## src/rtl/data_memory_stage_if.sv

```systemverilog
// Execute-to-memory and memory-to-writeback signal bundle for the DM stage.
// The execute side drives the master modport and the DM stage uses the slave modport.
interface data_memory_stage_if #(
  parameter int DATA_W = 8
);
  logic [DATA_W-1:0] ans_ex;
  logic [DATA_W-1:0] b_ex;
  logic              valid_ex;
  logic              mem_rd_ex;
  logic              mem_wr_ex;
  logic [2:0]        rd_ex;
  logic              wr_en_ex;
  logic [DATA_W-1:0] mux_ans_dm;
  logic              valid_dm;
  logic [2:0]        rd_dm;
  logic              wr_en_dm;
  logic              stall_dm;

  modport master (
    output ans_ex, b_ex, valid_ex, mem_rd_ex, mem_wr_ex, rd_ex, wr_en_ex,
    input  mux_ans_dm, valid_dm, rd_dm, wr_en_dm, stall_dm
  );

  modport slave (
    input  ans_ex, b_ex, valid_ex, mem_rd_ex, mem_wr_ex, rd_ex, wr_en_ex,
    output mux_ans_dm, valid_dm, rd_dm, wr_en_dm, stall_dm
  );
endinterface

```

## src/rtl/data_memory_stage.sv

```systemverilog
// Memory-access stage: byte-wide data memory with one-cycle stores and two-cycle loads.
// The load-stall flag is decoded from the FSM state alone, so it has no path from the inputs.
module data_memory_stage #(
  parameter int ADDR_W = 5,
  parameter int DATA_W = 8
) (
  input  logic                 clk,
  input  logic                 reset,
  data_memory_stage_if.slave   bus
);
  localparam int DEPTH = 2 ** ADDR_W;

  typedef enum logic [0:0] {
    ST_IDLE = 1'b0,
    ST_LOAD = 1'b1
  } state_t;

  state_t              state_r;
  state_t              state_nxt_s;
  logic [ADDR_W-1:0]   addr_s;
  logic [DATA_W-1:0]   mem_r [DEPTH];
  logic                mem_we_s;
  logic [DATA_W-1:0]   loaddata_r;
  logic [DATA_W-1:0]   loaddata_nxt_s;
  logic                ld_wr_en_r;
  logic                ld_wr_en_nxt_s;
  logic [DATA_W-1:0]   mux_ans_r;
  logic [DATA_W-1:0]   mux_ans_nxt_s;
  logic                valid_r;
  logic                valid_nxt_s;
  logic [2:0]          rd_r;
  logic [2:0]          rd_nxt_s;
  logic                wr_en_r;
  logic                wr_en_nxt_s;

  // Upper address bits are dropped, so addresses wrap around the memory.
  assign addr_s = bus.ans_ex[ADDR_W-1:0];

  // Next-state and next-output decode; a store wins over a load when both are flagged.
  always_comb begin
    state_nxt_s    = state_r;
    mem_we_s       = 1'b0;
    loaddata_nxt_s = loaddata_r;
    ld_wr_en_nxt_s = ld_wr_en_r;
    mux_ans_nxt_s  = mux_ans_r;
    rd_nxt_s       = rd_r;
    valid_nxt_s    = 1'b0;
    wr_en_nxt_s    = 1'b0;
    case (state_r)
      ST_IDLE: begin
        if (bus.valid_ex) begin
          if (bus.mem_wr_ex) begin
            mem_we_s      = 1'b1;
            mux_ans_nxt_s = bus.ans_ex;
            valid_nxt_s   = 1'b1;
            rd_nxt_s      = bus.rd_ex;
          end else if (bus.mem_rd_ex) begin
            loaddata_nxt_s = mem_r[addr_s];
            ld_wr_en_nxt_s = bus.wr_en_ex;
            rd_nxt_s       = bus.rd_ex;
            state_nxt_s    = ST_LOAD;
          end else begin
            mux_ans_nxt_s = bus.ans_ex;
            valid_nxt_s   = 1'b1;
            rd_nxt_s      = bus.rd_ex;
            wr_en_nxt_s   = bus.wr_en_ex;
          end
        end else begin
          valid_nxt_s = 1'b0;
          wr_en_nxt_s = 1'b0;
        end
      end
      ST_LOAD: begin
        mux_ans_nxt_s = loaddata_r;
        valid_nxt_s   = 1'b1;
        wr_en_nxt_s   = ld_wr_en_r;
        state_nxt_s   = ST_IDLE;
      end
      default: begin
        state_nxt_s = ST_IDLE;
      end
    endcase
  end

  // FSM state register.
  always_ff @(posedge clk or negedge reset) begin
    if (!reset) begin
      state_r <= ST_IDLE;
    end else begin
      state_r <= state_nxt_s;
    end
  end

  // Output and load-capture registers.
  always_ff @(posedge clk or negedge reset) begin
    if (!reset) begin
      loaddata_r <= '0;
      ld_wr_en_r <= 1'b0;
      mux_ans_r  <= '0;
      valid_r    <= 1'b0;
      rd_r       <= 3'd0;
      wr_en_r    <= 1'b0;
    end else begin
      loaddata_r <= loaddata_nxt_s;
      ld_wr_en_r <= ld_wr_en_nxt_s;
      mux_ans_r  <= mux_ans_nxt_s;
      valid_r    <= valid_nxt_s;
      rd_r       <= rd_nxt_s;
      wr_en_r    <= wr_en_nxt_s;
    end
  end

  // Data memory; cleared on reset, and the write lands before any later load can read it.
  always_ff @(posedge clk or negedge reset) begin
    if (!reset) begin
      for (int i = 0; i < DEPTH; i++) begin
        mem_r[i] <= '0;
      end
    end else if (mem_we_s) begin
      mem_r[addr_s] <= bus.b_ex;
    end else begin
      mem_r[addr_s] <= mem_r[addr_s];
    end
  end

  assign bus.mux_ans_dm = mux_ans_r;
  assign bus.valid_dm   = valid_r;
  assign bus.rd_dm      = rd_r;
  assign bus.wr_en_dm   = wr_en_r;
  assign bus.stall_dm   = (state_r == ST_LOAD);
endmodule

```

## src/flat_wrapper.sv

```systemverilog
// flat-port wrapper written by rule: the top's interface ports become plain ports
module data_memory_stage_flat 
#(
  parameter int ADDR_W = 5,
  parameter int DATA_W = 8
)
  (clk, reset, bus_ans_ex, bus_b_ex, bus_valid_ex, bus_mem_rd_ex, bus_mem_wr_ex, bus_rd_ex, bus_wr_en_ex, bus_mux_ans_dm, bus_valid_dm, bus_rd_dm, bus_wr_en_dm, bus_stall_dm);
  data_memory_stage_if #(.DATA_W(DATA_W)) bus_i ();
  input  logic clk;
  input  logic reset;
  input wire logic [$bits(bus_i.ans_ex)-1:0] bus_ans_ex;
  input wire logic [$bits(bus_i.b_ex)-1:0] bus_b_ex;
  input wire logic [$bits(bus_i.valid_ex)-1:0] bus_valid_ex;
  input wire logic [$bits(bus_i.mem_rd_ex)-1:0] bus_mem_rd_ex;
  input wire logic [$bits(bus_i.mem_wr_ex)-1:0] bus_mem_wr_ex;
  input wire logic [$bits(bus_i.rd_ex)-1:0] bus_rd_ex;
  input wire logic [$bits(bus_i.wr_en_ex)-1:0] bus_wr_en_ex;
  output wire logic [$bits(bus_i.mux_ans_dm)-1:0] bus_mux_ans_dm;
  output wire logic [$bits(bus_i.valid_dm)-1:0] bus_valid_dm;
  output wire logic [$bits(bus_i.rd_dm)-1:0] bus_rd_dm;
  output wire logic [$bits(bus_i.wr_en_dm)-1:0] bus_wr_en_dm;
  output wire logic [$bits(bus_i.stall_dm)-1:0] bus_stall_dm;
  assign bus_i.ans_ex = bus_ans_ex;
  assign bus_i.b_ex = bus_b_ex;
  assign bus_i.valid_ex = bus_valid_ex;
  assign bus_i.mem_rd_ex = bus_mem_rd_ex;
  assign bus_i.mem_wr_ex = bus_mem_wr_ex;
  assign bus_i.rd_ex = bus_rd_ex;
  assign bus_i.wr_en_ex = bus_wr_en_ex;
  assign bus_mux_ans_dm = bus_i.mux_ans_dm;
  assign bus_valid_dm = bus_i.valid_dm;
  assign bus_rd_dm = bus_i.rd_dm;
  assign bus_wr_en_dm = bus_i.wr_en_dm;
  assign bus_stall_dm = bus_i.stall_dm;
  data_memory_stage #(.ADDR_W(ADDR_W), .DATA_W(DATA_W)) u_core (.clk(clk), .reset(reset), .bus(bus_i));
endmodule
```

## config.mk

```make
export PLATFORM = sky130hd
export DESIGN_NAME = data_memory_stage_flat
export DESIGN_NICKNAME = d
export VERILOG_FILES = /design/src/rtl/data_memory_stage_if.sv /design/src/rtl/data_memory_stage.sv /design/src/flat_wrapper.sv
export SDC_FILE = /design/constraint.sdc
export NUM_CORES = 1
export LEC_CHECK = 0
export ABC_CLOCK_PERIOD_IN_PS = 3190
export CORE_MARGIN = 2
export CORE_UTILIZATION = 45
export CTS_CLUSTER_SIZE = 12
export DETAILED_ROUTE_END_ITERATION = 16
export GPL_TIMING_DRIVEN = 0
export SLEW_MARGIN = 10
export SYNTH_ARGS = -nofsm -noshare
export SYNTH_HDL_FRONTEND = slang
export SYNTH_SLANG_ARGS = --single-unit
```

## constraint.sdc

```tcl
create_clock -name clk -period 3.19 [get_ports clk]
set_input_delay 0.7975 -clock clk [delete_from_list [all_inputs] [get_ports clk]]
set_output_delay 0.7975 -clock clk [all_outputs]
set_load 0.1 [all_outputs]
```

Figure 1. Cell placement (run 1).
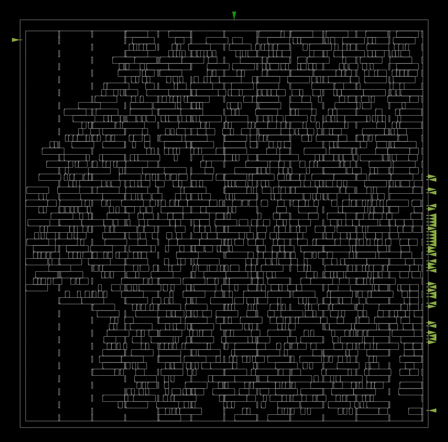
flip-flops: 279
fill cell count: 2427
Util after Layout: 54.3%

Figure 2. Register map, names as in the netlist (run 1).
Other sequential cells in the stronger gray, the rest of the logic in the fainter gray.
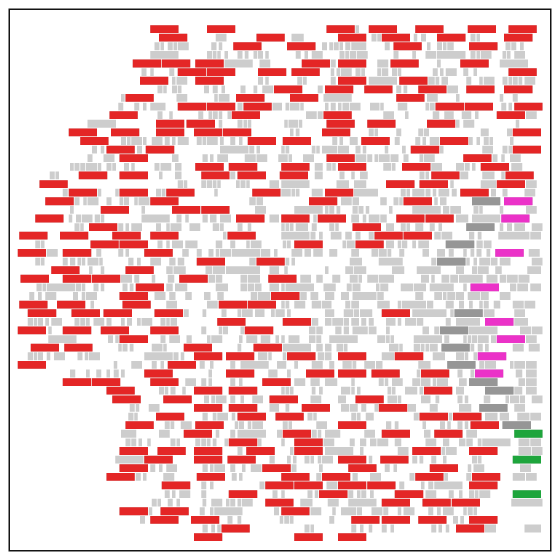
u_core.mem_r -> red  # sequential cells 256, where spread over the die
u_core.bus.mux_ans_dm -> magenta  # sequential cells 8, where middle right
u_core.bus.rd_dm -> green  # sequential cells 3
flop share of the area: 47.4%
Seq group: 0.00485 W
register area: 6980 um^2

Figure 3. Wire density map (run 1).
The bar under the picture is 50 um long. The die is cut into 34 by 34 equal tiles; black is low, pale yellow is high, scaled to the fullest tile. Values are wire area over tile area, all layers added.
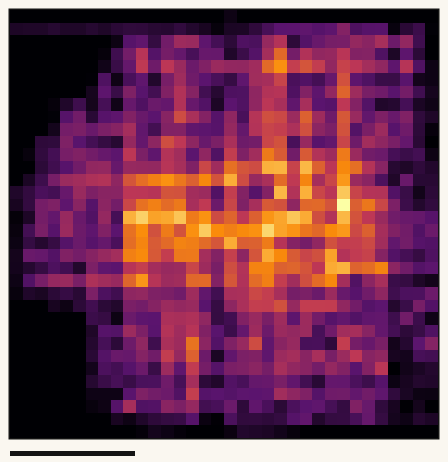
nearly empty tiles = 16%
densest ninth of the die = center
emptiest ninth of the die = lower left
mean over tiles = 0.20

Figure 4. Zoomed window (run 1).
The bar under the picture is 20 um long. Region (18, 18) to (68, 68) um. Cells in gray, sequential cells in the stronger gray; small squares are vias.
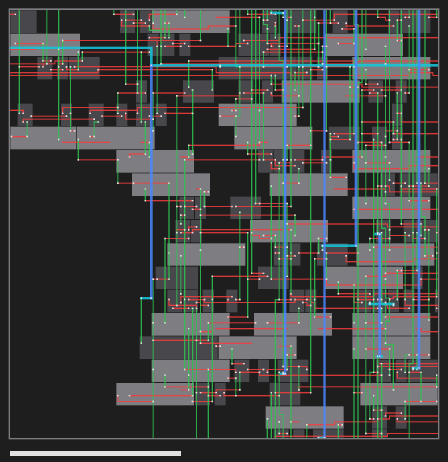
metal 2 -> green
metal 1 -> red
metal 4 -> blue
metal 3 -> cyan
sequential cells in the window = 27
most frequent = nand2_1 (28), o21ai_1 (28), dfrtp_1 (27)
cells with their middle in the window = 104
netlist names of flops here include = u_core.mem_r (27)

==> results.py, run 1 <==
# Flow results
metrics = {
    "cts": {
        "htree_levels": 1,
        "post_cts_resized": 33,
        "cts.sinks": 279,
        "cts_hold_buffers": 0,
    },
    "synth": {
        "ys_sh_simple_pct": 13.0,
        "yosys_cells": 1234,
        "ys_seq_share_pct": 55.9,
        "netlist_instances": 1234,
        "top_area_cell": "dfrtp_1",
        "ys_types": 37,
        "ys_chip_area_um2": 12500,
        "most_common_cell": "nand2_1",
        "yosys_warnings": 0,
    },
    "die": {
        "die_x_um": 171,
        "fp_util_pct": 46.1,
    },
    "power_and_ir_drop": {
        "ir_drop_uv": 434,
        "p_leak_nw": 6.68,
        "p_sw_w": 0.00344,
        "top_power_group": "sequential cells",
    },
    "critical_path": {
        "endpoint": "u_core.mem_r[56]",
        "cp_common_cell": "buf_4",
        "critical_path.max_fanout": 10,
        "critical_path.top_delay_family": "buffers and inverters",
        "slowest_delay_ns": 0.60,
        "reg2reg_depth": 8,
        "arrival_ns": 3.54,
        "crit_required_ns": 3.61,
        "cp-start-kind": "input port",
    },
    "global_routing": {
        "top_usage_layer": "met2",
        "grt_usage_pct": 25.5,
        "met1_usage_pct": 35.4,
    },
    "detailed_routing": {
        "routed.top_layer": "met4",
        "wirelength_um": 36200,
        "routed-wl-met2_um": 16500,
        "via_per_inst": 5.52,
    },
    "status": {
        "status": "complete, no violations",
    },
    "cells_and_area": {
        "buffer_area_share_pct": 7.83,
        "antenna_cells": 0,
        "fin_nets": 1347,
        "clkbuf_count": 49,
        "comb_share_pct": 34.8,
    },
    "final_timing": {
        "tns_ns": 0,
        "fin_crit_sh_pct": 97.8,
        "slew_violations": 0,
        "worstMarginPinSlew_ns": 1.12,
    },
    "placement": {
        "dp_cells": 1644,
    },
    "run": {
        "warnings": 28,
    },
}
--- run 2 (diff from run 1) ---
Settings changed: CORE_MARGIN 2 to unset, CORE_UTILIZATION 45 to 40.
Figure 5. Register map, names as in the netlist (run 2).
Other sequential cells in the stronger gray, the rest of the logic in the fainter gray.
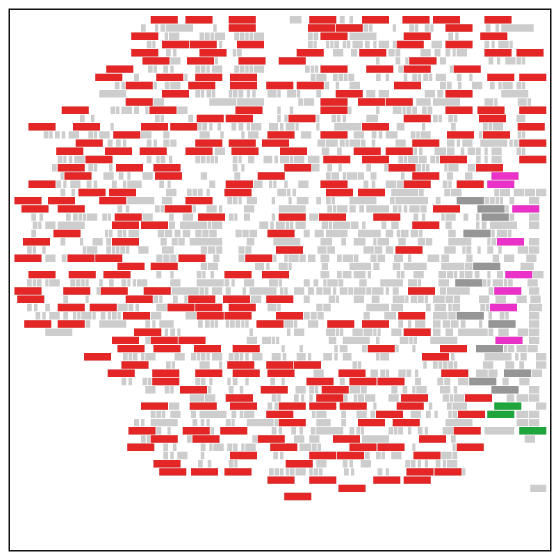
u_core.bus.mux_ans_dm -> magenta  # sequential cells 8, where middle right
u_core.mem_r -> red  # sequential cells 256, where spread over the die
u_core.bus.rd_dm -> green  # sequential cells 3

==> run 2 against run 1 <==
Net effect:
- clock skew is 0.0099 ns higher
- utilization is 6.2 points lower
- clock-buffer cell count down 4
- synthesized cell count did not move
- total power increased by 0.45%
- via count rose by 1.1%
- worst hold slack lost 0.044 ns
- global-route usage decreased by 2.2 points
- design area increased by 0.25%
==> results.py, run 2 <==
# Flow results
metrics = {
    "detailed_routing": {
        "routed.top_layer": "met4",
        "routed-wl-met2_um": 16600,
        "wirelength_um": 36200,
    },
    "critical_path": {
        "arrival_ns": 3.53,
        "slowest_delay_ns": 0.60,
        "critical_path.max_fanout": 10,
        "endpoint": "u_core.mem_r[138]",
        "reg2reg_depth": 8,
        "crit_required_ns": 3.60,
        "cp-start-kind": "input port",
        "critical_path.top_delay_family": "buffers and inverters",
        "cp_common_cell": "buf_4",
    },
    "final_timing": {
        "worstMarginPinSlew_ns": 1.10,
        "slew_violations": 0,
        "fin_crit_sh_pct": 97.8,
        "tns_ns": 0,
    },
    "cells_and_area": {
        "ff_count": 279,
        "buffer_area_share_pct": 7.74,
        "largest_register_ffs": 256,
        "comb_share_pct": 34.6,
        "antenna_cells": 0,
        "clkbuf_count": 45,
    },
    "global_routing": {
        "grt_usage_pct": 23.3,
        "top_usage_layer": "met2",
        "met1_usage_pct": 32.0,
    },
    "cts": {
        "cts.sinks": 279,
        "htree_levels": 1,
    },
    "synth": {
        "yosys_warnings": 0,
        "most_common_cell": "nand2_1",
        "netlist_instances": 1234,
        "ys_sh_simple_pct": 13.0,
        "yosys_cells": 1234,
        "ys_seq_share_pct": 55.9,
        "ys_types": 37,
        "ys_chip_area_um2": 12500,
        "top_area_cell": "dfrtp_1",
    },
    "power_and_ir_drop": {
        "pg_seq_w": 0.00485,
        "ir_drop_uv": 424,
        "p_sw_w": 0.00344,
        "top_power_group": "sequential cells",
    },
    "status": {
        "status": "complete, no violations",
    },
    "placement": {
        "dp_cells": 1668,
    },
    "die": {
        "fp_util_pct": 40.7,
    },
}
Figure 6. Wire density map (run 2).
The bar under the picture is 50 um long. The die is cut into 36 by 36 equal tiles; black is low, pale yellow is high, scaled to the fullest tile. Values are wire area over tile area, all layers added.
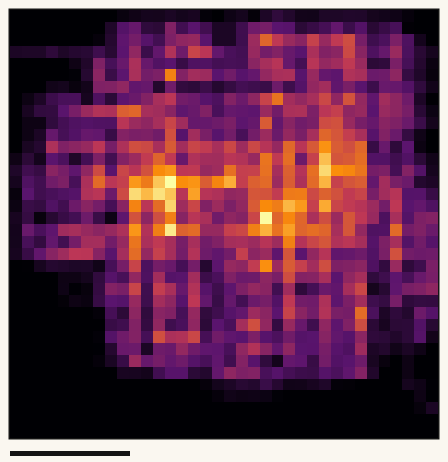
fullest tile = 0.73
emptiest ninth of the die = lower left
nearly empty tiles = 23%
tiles over half the peak = 13%
densest ninth of the die = center
mean over tiles = 0.18

Power is estimated from default activity; no workload was simulated.
